$ cat config.mk
export PLATFORM = sky130hd
export DESIGN_NAME = ddr2_write_arbiter_flat
export DESIGN_NICKNAME = d
export VERILOG_FILES = /design/src/rtl/ddr2_write_arbiter_pkg.sv /design/src/rtl/ddr2_write_arbiter_if.sv /design/src/rtl/ddr2_write_arbiter_mux.sv /design/src/rtl/ddr2_write_arbiter.sv /design/src/flat_wrapper.sv
export SDC_FILE = /design/constraint.sdc
export NUM_CORES = 1
export LEC_CHECK = 0
export CAP_MARGIN = 5
export CORE_AREA = 5 5 209 211
export CTS_CLUSTER_DIAMETER = 40
export DETAILED_ROUTE_END_ITERATION = 6
export DIE_AREA = 0 0 214 216
export HOLD_SLACK_MARGIN = 0.08
export PLACE_DENSITY_LB_ADDON = 0.15
export SLEW_MARGIN = 5
export SYNTH_ARGS = -nofsm -noshare
export SYNTH_HDL_FRONTEND = slang
export SYNTH_SLANG_ARGS = --single-unit
$ cat constraint.sdc
create_clock -name clk -period 3 [get_ports clk]
set_input_delay 0.6 -clock clk [delete_from_list [all_inputs] [get_ports clk]]
set_output_delay 0.6 -clock clk [all_outputs]
set_load 0.005 [all_outputs]
$ cat src/rtl/ddr2_write_arbiter_pkg.sv
// Shared types and widths for the DDR2 write arbiter slice.
// Holds the arbiter state encoding and the DDR2 FIFO widths.
package ddr2_pkg;

   localparam int DDR2_ADDR_W    = 31;
   localparam int DDR2_DATA_W    = 128;
   localparam int DDR2_MASK_W    = 16;
   localparam int BURSTS_PER_TXN = 2;

   typedef enum logic {
      ARB_IDLE  = 1'b0,
      ARB_BEAT2 = 1'b1
   } arb_state_t;

endpackage

$ cat src/rtl/ddr2_write_arbiter_if.sv
// One DDR2 write channel: af address + wdf data/mask, each with a full flag.
// master = writer (drives strobes/data), slave = consumer (drives full flags).
interface ddr2_wr_if
   import ddr2_pkg::*;
#(
   parameter int ADDR_W = DDR2_ADDR_W,
   parameter int DATA_W = DDR2_DATA_W,
   parameter int MASK_W = DDR2_MASK_W
) ();

   logic [ADDR_W-1:0] af_addr_din;
   logic              af_wr_en;
   logic [DATA_W-1:0] wdf_din;
   logic              wdf_wr_en;
   logic [MASK_W-1:0] wdf_mask_din;
   logic              af_full;
   logic              wdf_full;

   modport master (
      output af_addr_din, af_wr_en,
      output wdf_din, wdf_wr_en, wdf_mask_din,
      input  af_full, wdf_full
   );

   modport slave (
      input  af_addr_din, af_wr_en,
      input  wdf_din, wdf_wr_en, wdf_mask_din,
      output af_full, wdf_full
   );

endinterface

$ cat src/rtl/ddr2_write_arbiter_mux.sv
// ddr2_wr_port_mux: combinational select of addr/data/mask/enables by sel.
// Ports: sel, per-port request fields (suffix 0/1), selected fields out.
module ddr2_wr_port_mux #(
   parameter int ADDR_W = 31,
   parameter int DATA_W = 128,
   parameter int MASK_W = 16
) (
   input  logic              sel,
   input  logic [ADDR_W-1:0] addr0,
   input  logic [ADDR_W-1:0] addr1,
   input  logic              af_en0,
   input  logic              af_en1,
   input  logic [DATA_W-1:0] data0,
   input  logic [DATA_W-1:0] data1,
   input  logic              wdf_en0,
   input  logic              wdf_en1,
   input  logic [MASK_W-1:0] mask0,
   input  logic [MASK_W-1:0] mask1,
   output logic [ADDR_W-1:0] addr,
   output logic              af_en,
   output logic [DATA_W-1:0] data,
   output logic              wdf_en,
   output logic [MASK_W-1:0] mask
);

   assign addr   = sel ? addr1   : addr0;
   assign af_en  = sel ? af_en1  : af_en0;
   assign data   = sel ? data1   : data0;
   assign wdf_en = sel ? wdf_en1 : wdf_en0;
   assign mask   = sel ? mask1   : mask0;

endmodule

$ cat src/rtl/ddr2_write_arbiter.sv
// Two-port atomic DDR2 write arbiter (1 af entry + 2 wdf bursts per txn).
// Ports: clk, rst_n, p0/p1 (writer channels), ddr (to DDR2 FIFOs), owner.
// Optional ARB_STATS_EN adds txn_cnt0, txn_cnt1, stall_cnt1 counters.
module ddr2_write_arbiter
   import ddr2_pkg::*;
#(
   parameter int ADDR_W = DDR2_ADDR_W,
   parameter int DATA_W = DDR2_DATA_W,
   parameter int MASK_W = DDR2_MASK_W
) (
   input  logic        clk,
   input  logic        rst_n,
   ddr2_wr_if.slave    p0,
   ddr2_wr_if.slave    p1,
   ddr2_wr_if.master   ddr,
   output logic        owner
`ifdef ARB_STATS_EN
   ,
   output logic [31:0] txn_cnt0,
   output logic [31:0] txn_cnt1,
   output logic [31:0] stall_cnt1
`endif
);

   arb_state_t state;
   logic gnt;
   logic rr;
   logic sel;
   logic full_any;
   logic af_we;
   logic wdf_we;

   logic [ADDR_W-1:0] m_addr;
   logic              m_af_en;
   logic [DATA_W-1:0] m_data;
   logic              m_wdf_en;
   logic [MASK_W-1:0] m_mask;

   // Owner of the current beat; locked to gnt while mid-transaction.
   always_comb begin
      sel = gnt;
      if (state == ARB_IDLE) begin
         unique case (1'b1)
            (p0.af_wr_en & ~p1.af_wr_en): sel = 1'b0;
            (p1.af_wr_en & ~p0.af_wr_en): sel = 1'b1;
            (p0.af_wr_en &  p1.af_wr_en): sel = rr;
            default:                      sel = gnt;
         endcase
      end
   end

   ddr2_wr_port_mux #(
      .ADDR_W (ADDR_W),
      .DATA_W (DATA_W),
      .MASK_W (MASK_W)
   ) u_mux (
      .sel     (sel),
      .addr0   (p0.af_addr_din),
      .addr1   (p1.af_addr_din),
      .af_en0  (p0.af_wr_en),
      .af_en1  (p1.af_wr_en),
      .data0   (p0.wdf_din),
      .data1   (p1.wdf_din),
      .wdf_en0 (p0.wdf_wr_en),
      .wdf_en1 (p1.wdf_wr_en),
      .mask0   (p0.wdf_mask_din),
      .mask1   (p1.wdf_mask_din),
      .addr    (m_addr),
      .af_en   (m_af_en),
      .data    (m_data),
      .wdf_en  (m_wdf_en),
      .mask    (m_mask)
   );

   // Owner must see room in both FIFOs; loser always sees full.
   assign full_any = ddr.af_full | ddr.wdf_full;

   assign p0.af_full  =  sel | full_any;
   assign p0.wdf_full =  sel | full_any;
   assign p1.af_full  = ~sel | full_any;
   assign p1.wdf_full = ~sel | full_any;

   // Beat 1 needs addr and data together; beat 2 is data only.
   assign af_we  = (state == ARB_IDLE) & m_af_en & m_wdf_en & ~full_any;
   assign wdf_we = (state == ARB_IDLE) ? af_we : (m_wdf_en & ~full_any);

   assign ddr.af_addr_din  = m_addr;
   assign ddr.af_wr_en     = af_we;
   assign ddr.wdf_din      = m_data;
   assign ddr.wdf_wr_en    = wdf_we;
   assign ddr.wdf_mask_din = m_mask;
   assign owner            = sel;

   always_ff @(posedge clk or negedge rst_n) begin
      if (!rst_n) begin
         state <= ARB_IDLE;
         gnt   <= 1'b0;
         rr    <= 1'b0;
      end else begin
         unique case (state)
            ARB_IDLE: begin
               if (af_we) begin
                  gnt   <= sel;
                  state <= ARB_BEAT2;
               end
            end
            ARB_BEAT2: begin
               if (wdf_we) begin
                  state <= ARB_IDLE;
                  rr    <= ~gnt;
               end
            end
            default: state <= ARB_IDLE;
         endcase
      end
   end

`ifdef ARB_STATS_EN
   logic txn_done;

   assign txn_done = (state == ARB_BEAT2) & wdf_we;

   always_ff @(posedge clk or negedge rst_n) begin
      if (!rst_n) begin
         txn_cnt0   <= '0;
         txn_cnt1   <= '0;
         stall_cnt1 <= '0;
      end else begin
         if (txn_done & ~gnt)
            txn_cnt0 <= txn_cnt0 + 32'd1;
         if (txn_done & gnt)
            txn_cnt1 <= txn_cnt1 + 32'd1;
         if (p1.af_wr_en & ~sel)
            stall_cnt1 <= stall_cnt1 + 32'd1;
      end
   end
`endif

endmodule

$ cat src/flat_wrapper.sv
// flat-port wrapper written by rule: the top's interface ports become plain ports
module ddr2_write_arbiter_flat import ddr2_pkg::*;
#(
   parameter int ADDR_W = DDR2_ADDR_W,
   parameter int DATA_W = DDR2_DATA_W,
   parameter int MASK_W = DDR2_MASK_W
)
  (clk, rst_n, owner, p0_af_addr_din, p0_af_wr_en, p0_wdf_din, p0_wdf_wr_en, p0_wdf_mask_din, p0_af_full, p0_wdf_full, p1_af_addr_din, p1_af_wr_en, p1_wdf_din, p1_wdf_wr_en, p1_wdf_mask_din, p1_af_full, p1_wdf_full, ddr_af_addr_din, ddr_af_wr_en, ddr_wdf_din, ddr_wdf_wr_en, ddr_wdf_mask_din, ddr_af_full, ddr_wdf_full);
  ddr2_wr_if #(.ADDR_W(ADDR_W), .DATA_W(DATA_W), .MASK_W(MASK_W)) p0_i ();
  ddr2_wr_if #(.ADDR_W(ADDR_W), .DATA_W(DATA_W), .MASK_W(MASK_W)) p1_i ();
  ddr2_wr_if #(.ADDR_W(ADDR_W), .DATA_W(DATA_W), .MASK_W(MASK_W)) ddr_i ();
  input  logic clk;
  input  logic rst_n;
  output logic owner;
  input wire logic [$bits(p0_i.af_addr_din)-1:0] p0_af_addr_din;
  input wire logic [$bits(p0_i.af_wr_en)-1:0] p0_af_wr_en;
  input wire logic [$bits(p0_i.wdf_din)-1:0] p0_wdf_din;
  input wire logic [$bits(p0_i.wdf_wr_en)-1:0] p0_wdf_wr_en;
  input wire logic [$bits(p0_i.wdf_mask_din)-1:0] p0_wdf_mask_din;
  output wire logic [$bits(p0_i.af_full)-1:0] p0_af_full;
  output wire logic [$bits(p0_i.wdf_full)-1:0] p0_wdf_full;
  input wire logic [$bits(p1_i.af_addr_din)-1:0] p1_af_addr_din;
  input wire logic [$bits(p1_i.af_wr_en)-1:0] p1_af_wr_en;
  input wire logic [$bits(p1_i.wdf_din)-1:0] p1_wdf_din;
  input wire logic [$bits(p1_i.wdf_wr_en)-1:0] p1_wdf_wr_en;
  input wire logic [$bits(p1_i.wdf_mask_din)-1:0] p1_wdf_mask_din;
  output wire logic [$bits(p1_i.af_full)-1:0] p1_af_full;
  output wire logic [$bits(p1_i.wdf_full)-1:0] p1_wdf_full;
  output wire logic [$bits(ddr_i.af_addr_din)-1:0] ddr_af_addr_din;
  output wire logic [$bits(ddr_i.af_wr_en)-1:0] ddr_af_wr_en;
  output wire logic [$bits(ddr_i.wdf_din)-1:0] ddr_wdf_din;
  output wire logic [$bits(ddr_i.wdf_wr_en)-1:0] ddr_wdf_wr_en;
  output wire logic [$bits(ddr_i.wdf_mask_din)-1:0] ddr_wdf_mask_din;
  input wire logic [$bits(ddr_i.af_full)-1:0] ddr_af_full;
  input wire logic [$bits(ddr_i.wdf_full)-1:0] ddr_wdf_full;
  assign p0_i.af_addr_din = p0_af_addr_din;
  assign p0_i.af_wr_en = p0_af_wr_en;
  assign p0_i.wdf_din = p0_wdf_din;
  assign p0_i.wdf_wr_en = p0_wdf_wr_en;
  assign p0_i.wdf_mask_din = p0_wdf_mask_din;
  assign p0_af_full = p0_i.af_full;
  assign p0_wdf_full = p0_i.wdf_full;
  assign p1_i.af_addr_din = p1_af_addr_din;
  assign p1_i.af_wr_en = p1_af_wr_en;
  assign p1_i.wdf_din = p1_wdf_din;
  assign p1_i.wdf_wr_en = p1_wdf_wr_en;
  assign p1_i.wdf_mask_din = p1_wdf_mask_din;
  assign p1_af_full = p1_i.af_full;
  assign p1_wdf_full = p1_i.wdf_full;
  assign ddr_af_addr_din = ddr_i.af_addr_din;
  assign ddr_af_wr_en = ddr_i.af_wr_en;
  assign ddr_wdf_din = ddr_i.wdf_din;
  assign ddr_wdf_wr_en = ddr_i.wdf_wr_en;
  assign ddr_wdf_mask_din = ddr_i.wdf_mask_din;
  assign ddr_i.af_full = ddr_af_full;
  assign ddr_i.wdf_full = ddr_wdf_full;
  ddr2_write_arbiter #(.ADDR_W(ADDR_W), .DATA_W(DATA_W), .MASK_W(MASK_W)) u_core (.clk(clk), .rst_n(rst_n), .p0(p0_i), .p1(p1_i), .ddr(ddr_i), .owner(owner));
endmodule
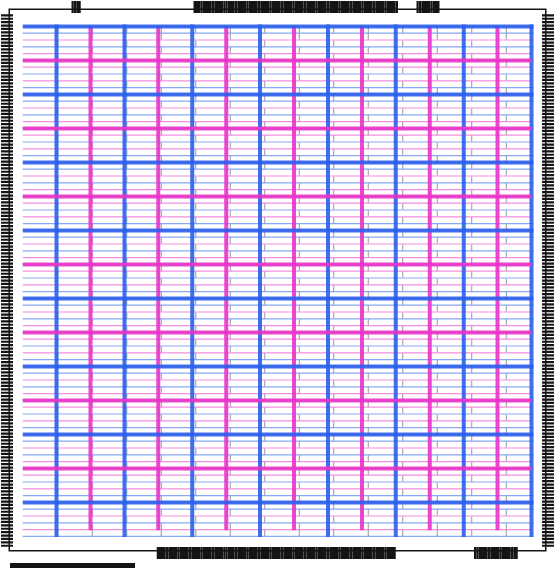
**Above:** run 1 (floorplan with the power grid).
Scale bar: 50 um. Pins as bars on the die edge. Tap cells in gray.
legend:
  VDD:
    color: magenta
  VSS:
    color: blue
tap cells: 539
signal pins: 540
met5 straps: 15
met4 straps: 15

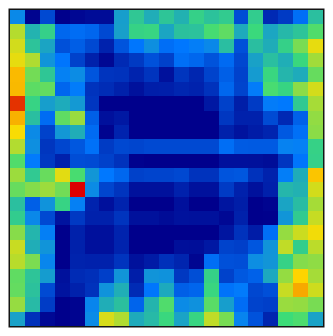
**Above:** run 1 (routed metal per tile).
21 x 22 tiles, from dark blue (low) to red (high), scaled to the fullest tile. Values are wire area over tile area, all layers added.
nearly empty tiles: 13%
mean over tiles: 0.10
fullest tile: 0.40

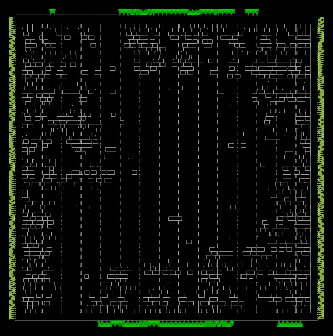
**Above:** run 1 (cell placement).
Filler Cells Inserted: 4556
number of sequential cells: 3
Seq area share: 0.00792
tapcell count: 539

-- run 1: metal layers --
layer / part of all wire / GRT usage / up-vias
li1: - / - / 2024
met1: 0.37 / 0.115 / 1970
met2: 0.51 / 0.209 / 334
met3: 0.11 / 0.0548 / 20
met4: 0.011 / 0.0112 / 10
met5: 0.0022 / 0 / -
-- run 1: worst max-delay path: stages --
cell           delay, ns
buf_2               0.12
nor2b_4             0.16
o2bb2ai_4           0.15
buf_12              0.15
clkbuf_16           0.16
buf_4               0.12
buf_12              0.13
mux2_2              0.35
dlygate4sd2_1       0.27
-- run 1: final cells by class --
class	instances	area share
timing repair buffer	598	0.645
multi-input combinational	198	0.266
tap	539	0.0711
clock buffer	4	0.00831
sequential	3	0.00792
inverter	4	0.00158
antenna	1	0.000264
-- run 1: kinds of logic (layout without fill, tap and decap cells) --
family | after synthesis | in the layout | synth area share
AOI/OAI and AO/OA | 10 | 10 | 0.0281
buffers and inverters | 26 | 606 | 0.0743
DFF | 3 | 3 | 0.0272
muxes | 176 | 176 | 0.850
other | 0 | 1 | 0
and+or+nand+nor | 12 | 12 | 0.0209
-- run 1: state kept, by name, indices dropped and copies added (netlist names) --
register and count:
u_core.state 1, u_core.rr 1, u_core.gnt 1
-- run 1: where the power goes --
part	leakage, uW	switching [uW]	internal [uW]	total (uW)
sequential	0.0000311	26.0	55.0	81.0
combinational	0.00412	1100	2190	3300
clock	0.0000382	37.3	175	213
total	0.00419	1170	2420	3590
-- run 1: cell usage after synthesis, drive strengths merged (2+ instances only) --
library cell / number / share of area
o21ai: 4 / 0.0072
inv: 4 / 0.0054
mux2: 175 / 0.85
nor2: 3 / 0.0041
buf: 22 / 0.069
nor4: 2 / 0.0045
nand2: 4 / 0.0054
dfrtp: 3 / 0.027
nor2b: 2 / 0.0045
==> flow_summary_export.csv, run 1 <==
group,metric,value,unit
worst_setup_path,r2r_start,"u_core.state$_DFF_PN0_",
min_path,min_path_type,"in2async",
worst_setup_path,worst-endpoint-required,2.40,ns
sta,fin_tns_setup,0,ns
place,port_buffers,539,
grt,via_count_of_the_first_global_routing_pass,4991,
grt,globalRoute.totalOverflow,0,
clock_tree,cts-resized-gates,157,
sta,clock-skew-final,0.000720,ns
yosys,ys_chip_area,2760,um^2
outcome,status,"completed",
routing,ant_nets,0,
clock_tree,tritoncts,"done",
worst_setup_path,worstSetupStartpointType,"input port",
yosys,yosys.stat.seqShare,0.0272,
worst_setup_path,critical_path.startpoint,"p0_af_wr_en",
clock_tree,post-cts-setup-buffers,8,
cells_and_area,synthToLayoutAreaGrowth,243,%
cells_and_area,share_of_layout_cells_above_drive_strength_1,0.311,
yosys,synth-async-reset-ratio,1.00,
cells_and_area,cell_area_after_layout,9480,um^2
sta,slew_headroom,0.775,
routing,drc_errors,0,
sta,final-hold-violation-count,0,
cells_and_area,final_layout_top_logic_cell,"clkdlybuf4s50_1",
floorplan,dieWidth,214,um
worst_setup_path,worst_r2r_path_depth,6,
cells_and_area,postLayoutCoreUtil,0.228,
place,place_hpwl,25200,um
worst_setup_path,arrival,2.25,ns
routing,drtPass1Iterations,4,
place,dp_worst_setup_slack,-0.449,ns
job,maxCapViolCount,0,
grt,pin_count_of_the_biggest_net_entering_global_routing,21,
sta,finalSetupViolations,0,
sta,setup_slack,0.153,ns
yosys,ys_types,21,
yosys,number_of_flops_mapped_to_enable_cells_by_yosys,0,
sta,fin_hold_ws,0.566,ns
yosys,synth.net_count,585,
cells_and_area,final_nets,1166,
clock_tree,cts.clk_slew.worst_paths,0.03,ns
power,total_power,3590,uW
worst_setup_path,critPathKind,"in2out",
clock_tree,number_of_buffers_created_by_cts,3,
worst_setup_path,timing.critical_path.fanout_max,15,
worst_setup_path,rr_endpoint,"u_core.state$_DFF_PN0_",
sta,unrepaired_setup_endpoints_after_global_routing,"false",
sta,final_max_slew_viol_count,0,
worst_setup_path,reg2reg_slack,1.31,ns
floorplan,io-pin-count,540,
clock_tree,cts_num_sinks,3,
routing,route.detailed.vias_per_inst,3.24,
cells_and_area,sequential_cell_area,75.1,um^2
cells_and_area,layout.cells.non_filler,1347,
place,placedInstanceArea,9010,um^2
yosys,ys.warnings.count,0,
worst_setup_path,end_kind,"primary output",
yosys,post_synth_instance_area,2760,um^2
**Run 1: cell classes on the final placement**

Fill, decap, tap and diode cells in gray.
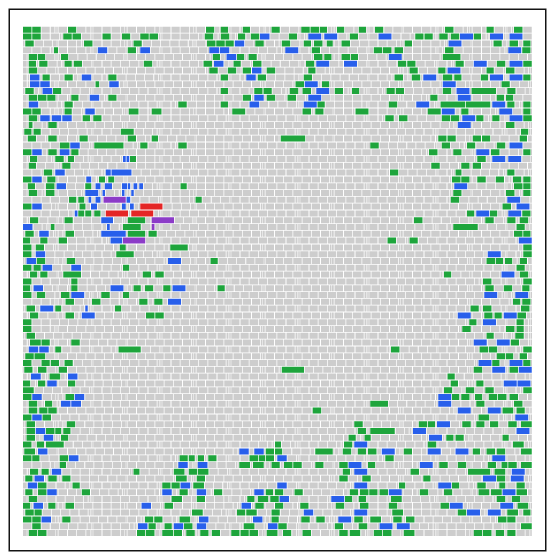

==> run 1 -> run 2 <==
- CORE_AREA: 5 5 209 211 -> 3 3 207 209
- DIE_AREA: 0 0 214 216 -> 0 0 210 212
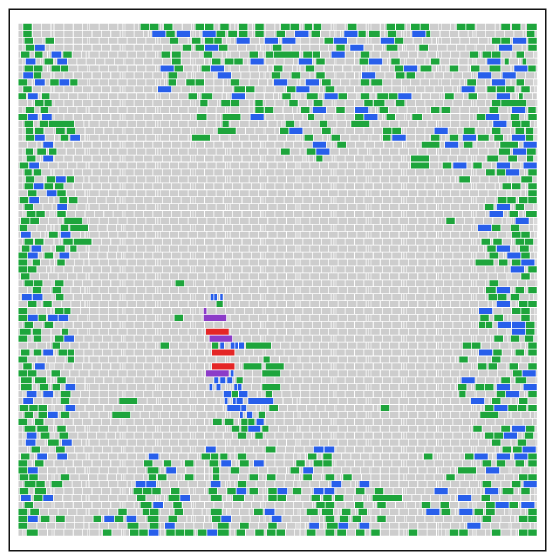
**Above:** run 2 (cell classes on the final placement).
Fill, decap, tap and diode cells in gray.
legend:
  clock drivers and dummy loads:
    color: purple
    cells: 4
  other buffers and delay cells:
    color: green
    cells: 595
  all other logic:
    color: blue
    cells: 202
  flip-flops:
    color: red
    cells: 3

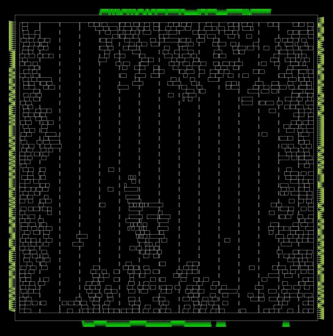
**Above:** run 2 (cell placement).
fraction of the core area covered by cells at the end of the flow: 0.233
Placement Rows: 74
tapcell count: 532

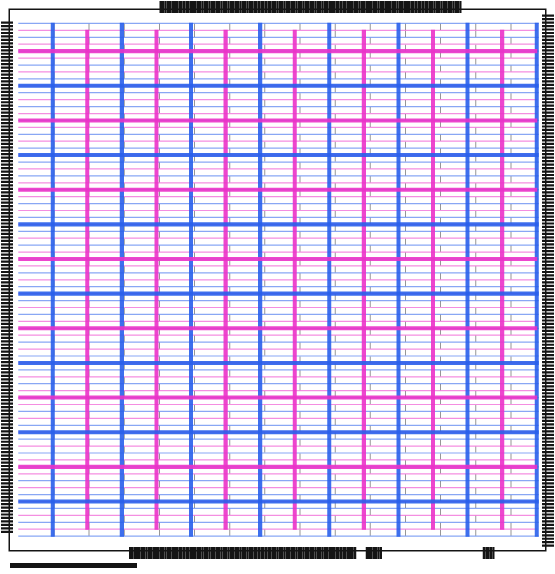
**Above:** run 2 (floorplan with the power grid).
Scale bar: 50 um. Pins as bars on the die edge. Tap cells in gray.
legend:
  VSS:
    color: blue
  VDD:
    color: magenta
signal pins: 540
met1 rails: 75
tap cells: 532
rows: 74

==> flow_summary_export.csv, run 2 <==
group,metric,value,unit
routing,met2RoutedLength,12700,um
sta,fin_tns_setup,0,ns
worst_setup_path,path_cells,"clkdlybuf4s15_2 > nor2b_2 > o2bb2ai_4 > buf_4 > bufbuf_16 > mux2_2 > clkdlybuf4s50_1",
sta,final-hold-violation-count,0,
clock_tree,number_of_buffers_created_by_cts,3,
min_path,min_path_type,"in2async",
worst_setup_path,reg2reg_slack,1.29,ns
yosys,post_synth_instance_area,2760,um^2
yosys,top_area_cell,"mux2_4",
grt,via_count_of_the_first_global_routing_pass,4691,
outcome,status,"completed",
worst_setup_path,timing.critical_path.fanout_max,10,
routing,drc_errors,0,
power,irDropWorstVdd,113,uV
yosys,yosys-stat-cells,227,
cells_and_area,largestRegisters,"u_core.gnt: 1 flops, u_core.rr: 1 flops, u_core.state: 1 flops",
worst_setup_path,critPathKind,"in2out",
place,dp_cell_count,1311,
sta,timing_worst_slew_pin_value,0.271,ns
sta,final_max_slew_viol_count,0,
routing,dr.max_layer_used,"met5",
worst_setup_path,worst_r2r_path_depth,7,
place,port_buffers,539,
sta,fin_hold_ws,0.571,ns
cells_and_area,final_nets,1163,
routing,detail_route.wirelength.met1,7290,um
clock_tree,hold_buffers,0,
grt,grt.met3_usage,0.0283,
routing,wl_met3,2120,um
yosys,post_synth_most_frequent_cells,"97 x mux2_4, 78 x mux2_2, 12 x buf_6, 8 x buf_2",
cells_and_area,synthToLayoutAreaGrowth,246,%
routing,route.detailed.vias_per_inst,3.15,
worst_setup_path,critPathMaxStageDelay,0.46,ns
worst_setup_path,r2r_start,"u_core.state$_DFF_PN0_",
sta,finalSetupViolations,0,
routing,drtIter0Drc,95,
yosys,synth-async-reset-ratio,1.00,
worst_setup_path,critical_path_cell_count,7,
yosys,ys.warnings.count,0,
grt,pin_count_of_the_biggest_net_entering_global_routing,15,
worst_setup_path,critPathSlowestCell,"clkdlybuf4s50_1",
routing,ant_nets,0,
yosys,yosys.stat.seqShare,0.0272,
worst_setup_path,worst-endpoint-required,2.40,ns
worst_setup_path,end_kind,"primary output",
cells_and_area,final_layout_top_logic_cell,"clkdlybuf4s50_1",
worst_setup_path,crit_family,"buffers and inverters",
worst_setup_path,rr_endpoint,"u_core.state$_DFF_PN0_",
place,place_hpwl,19800,um
yosys,synthesized_registers,3,
sta,unrepaired_setup_endpoints_after_global_routing,"true",
sta,slew_headroom,0.819,
yosys,ys_chip_area,2760,um^2
floorplan,dieWidth,210,um
worst_setup_path,arrival,2.35,ns
cells_and_area,cell_area_after_layout,9560,um^2
cells_and_area,share_of_layout_cells_above_drive_strength_1,0.305,
floorplan,io-pin-count,540,
yosys,yosys.cell_count.top_type,"mux2_4",
cells_and_area,layout.cells.non_filler,1337,
worst_setup_path,worstSetupStartpointType,"input port",
grt,grtUsageMet2,0.188,
grt,globalRoute.totalOverflow,0,
place,dp_worst_setup_slack,-0.335,ns
clock_tree,cts_num_sinks,3,
routing,drtPass1Iterations,4,
clock_tree,cts.clk_slew.worst_paths,0.03,ns
grt,grt.met1_usage,0.0859,
place,placedInstanceArea,9080,um^2
sta,setup_slack,0.0473,ns
yosys,ys_types,21,
sta,clock-skew-final,0.000853,ns
routing,vias,4216,
yosys,post-synth-top-area-fraction,0.528,
yosys,topCellsByArea,"mux2_4 53%, mux2_2 32%, buf_6 4.9%",
worst_setup_path,critical_path_buf_inv_count,4,
grt,top_usage_layer,"met2",
yosys,number_of_flops_mapped_to_enable_cells_by_yosys,0,
power,total_power,3630,uW
[run 2: cell count changes in the layout (fill, tap and decap cells not counted), moves of 4 or more]
cell             change
buf_12              +10
clkdlybuf4s50_1     +59
dlygate4sd2_1       -73
clkdlybuf4s15_1     +10
buf_4                -9
dlymetal6s2s_1       +6
buf_8                -4
[run 2: layout make-up]
type                            count  area, um^2
Sequential cell                     3        75.1
Antenna cell                        1        2.50
Multi-Input combinational cell    198        2500
Inverter                            4        15.0
Timing Repair Buffer              595        6210
Fill cell                        4442       31500
Tap cell                          532         666
Clock buffer                        4        78.8
[run 2: report_power, final]
part	internal [uW]	switching, uW
registers	55.0	25.7
clock network	175	33.9
logic	2320	1010
total	2550	1070
[run 2: worst max-delay path by stage]
stage	start	end	slack, ns
after floorplan	p0_af_wr_en	ddr_af_addr_din[0]	0.78
after global placement	p0_af_wr_en	ddr_wdf_din[103]	-0.34
after detailed placement	p0_af_wr_en	ddr_wdf_din[119]	-0.34
after CTS	p0_af_wr_en	ddr_af_addr_din[27]	0.007
after global routing	p0_af_wr_en	ddr_wdf_din[62]	-0.008
final	p1_af_wr_en	ddr_wdf_din[62]	0.05
[run 2: kinds of logic (layout without fill, tap and decap cells)]
| family | after synthesis | after routing | share of synthesized area |
|---|---|---|---|
| muxes | 176 | 176 | 0.850 |
| other | 0 | 1 | 0 |
| AOI/OAI and AO/OA | 10 | 10 | 0.0281 |
| DFF | 3 | 3 | 0.0272 |
| buffers and inverters | 26 | 603 | 0.0743 |
| and+or+nand+nor | 12 | 12 | 0.0209 |
[run 2: timing repair]
item / 4_1_cts / 5_1_grt
cloned: 5 / 0
pin swaps: 1 / 0
resized: 96 / 57
endpoints found under the setup margin: 182 / 64
buffers inserted: 14 / 3
Power and IR drop assume default switching activity.
